Design hzrd_fwd_ctrl, sky130hd; sources not shown.
Figure 1. Signal metal coverage by tile.
Bar = 20 um. 15 x 15 tiles, from dark blue (low) to red (high), scaled to the fullest tile. Values are wire area over tile area, all layers added.
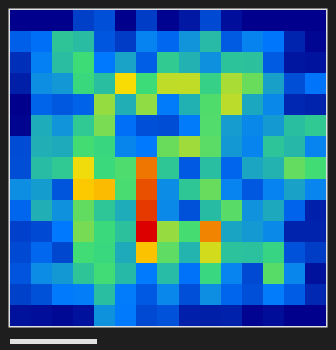
18% of the tiles are over half the peak. 7.1% of the tiles are nearly empty. The fullest tile reaches 0.44.
All-Layer GR Usage: 0.199
Routed WL: 4740 um

Figure 2. M1 wires.
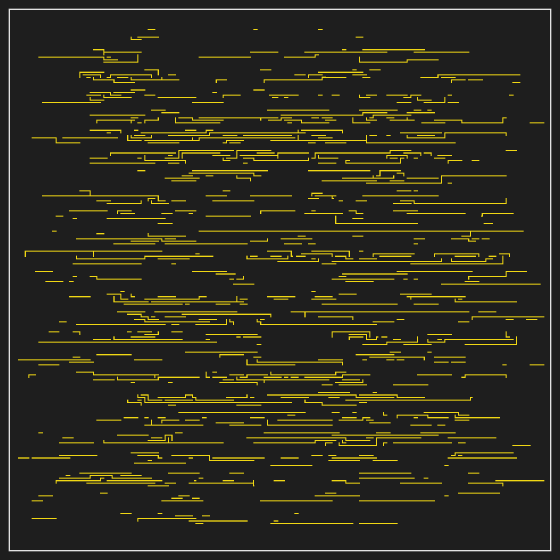
The layer holds 50% of the routed length. The longest straight run is 43.7 um. The layer carries 2,390 um of wire. 270 nets have wire on it. The wires run mostly horizontal.
Vias: 1,801
met1 GRT Util: 0.290

Figure 3. Signal wires on met3.
Bar = 20 um.
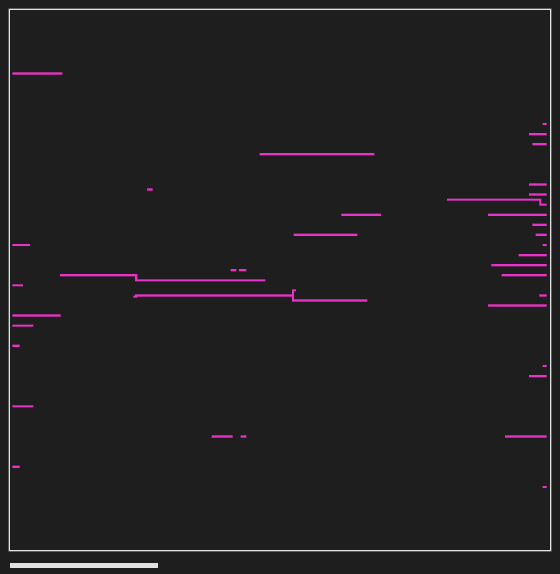
32 nets have wire on it. The longest straight run is 21.2 um.
grt met3 use: 0.0401

==> results.json <==
{
  "drive_gt1_frac": 0.293,
  "drv_cap": 0,
  "diodes": 0,
  "fp_nets": 238,
  "chipArea_sq_um": 5310,
  "grt_max_degree": 43,
  "insertion_delay_ps": 290,
  "crit_fanout": 3,
  "fin_ws_ps": 51.0,
  "cts.path.max_buffers": 2,
  "period_minus_slack_ps": 2650,
  "final_hold_viol_count": 0,
  "yosys_warnings": 6,
  "relSlewSlack": 0.406,
  "rsz0062_at_grt": "true",
  "grt_pass1_vias": 1711,
  "fin_cells": 347,
  "skew_ps": 9.62,
  "cts_tree": "done",
  "antenna_left": 0,
  "slowest_stage": "or4_4",
  "initial_core_util": 0.493,
  "path_class": "input port to primary output",
  "p_per_area_nw_per_um2": 463,
  "reg2reg_setup_slack_ps": 510,
  "worstPathCellList": "clkbuf_2 > or4_4 > o21ai_4 > nor3_2 > and2_4 > nor2_4 > inv_2 > a31o_4 > buf_6",
  "rows": 25,
  "nets": 306,
  "rr_worst_depth": 9,
  "dp_cells": 338,
  "critPathArrivalTime_ps": 2110,
  "slowest_delay_ps": 550,
  "root_buffer": "clkbuf_8",
  "cts_hold_buf": 0,
  "dp_hpwl_um": 3610,
  "htree_levels": 2,
  "cp-end-kind": "primary output",
  "cp-start-kind": "input port",
  "drc": 0,
  "dieHeight_um": 72.8,
  "via_per_inst": 5.19,
  "hp-class": "input port to asynchronous set/reset pin",
  "drtIter0Drc": 58,
  "setup_viol": 0,
  "p_leak_nw": 1.31,
  "post-route-util": 0.659,
  "synth.cell_area_sq_um": 2360,
  "cts-buffers-inserted": 5,
  "finalMaxSlewViolations": 0,
  "worst_pin_slew_ps": 891,
  "first_pass_iters": 4,
  "avgSynthCellArea_sq_um": 11.2,
  "use_met2": 0.294,
  "path_clk_slew_ps": 80,
  "status": "completed",
  "die_w_um": 72.8,
  "fmax_ghz": 0.378,
  "grt_overflow": 0,
  "required_ps": 2160,
  "pre_cts_ws_ps": -774,
  "core_area_sq_um": 4790,
  "largest_reg_flops": 16,
  "warnings": 27,
  "netlist_instances": 211,
  "period_used_share": 0.981,
  "portBuffers": 46,
  "grt_pass1_wl_um": 8110,
  "antenna_found_initial": 0,
  "design.portCount": 47,
  "cts.sinks": 42,
  "worst_hold_slack_ps": 362,
  "wl_per_cell_um": 13.6,
  "grt-busiest-layer": "met2",
  "syn_to_final_growth_pct": 33.7,
  "ir_drop_v": 0.000364
}
-- final cells by class --
type,instances,area (sq um)
clock buffer,6,72.6
clock inverter,2,37.5
fill,399,1630
inverter,5,18.8
multi-input combinational,160,1330
sequential,42,1050
tap,67,83.8
timing repair buffer,65,563
-- cells in the final DEF, fill, tap and decap left out, types with 7 or more instances in the layout --
cell,instances
dfrtp_1,42
xnor2_1,40
clkdlybuf4s50_1,33
mux2_2,21
buf_4,21
nand2_1,12
nand3_1,11
nand4_1,8
nor2_1,7
-- routing by layer --
metal / part of all wire / vias to the layer above / wire, um
met5: 0 / - / 0
met4: 0.018 / 0 / 86
li1: - / 897 / -
met1: 0.50 / 855 / 2390
met2: 0.44 / 41 / 2080
met3: 0.038 / 8 / 180
-- per-stage QoR --
stage	power [mW]	cell area (sq um)	TNS [ps]
2_1_floorplan	0.878	2360	0
4_1_cts	1.48	3180	0
3_3_place_gp	0.980	3010	-2460
3_5_place_dp	0.986	3010	-2740
6_report	1.46	3150	0
5_1_grt	1.53	3150	-2.84
-- where the power goes --
| part | total, mW | internal, mW | switching, mW |
|---|---|---|---|
| clock | 0.486 | 0.276 | 0.210 |
| combinational | 0.241 | 0.146 | 0.0947 |
| sequential | 0.735 | 0.676 | 0.0588 |
| total | 1.46 | 1.10 | 0.364 |
-- worst max-delay path, delay by kind of cell --
kind,cells,cell delay (ps)
and+or+nand+nor,4,890
AOI/OAI and AO/OA,2,380
buffers and inverters,3,290
-- what timing repair did --
action / in CTS / in global routing
buffers inserted: 1 / 0
endpoints found under the setup margin: 2 / 2
hold endpoints to repair: 0 / 0
gates resized: 35 / 10
pin swaps: 10 / 13
Power figures rest on the tool's default switching activity, not on a simulated workload.
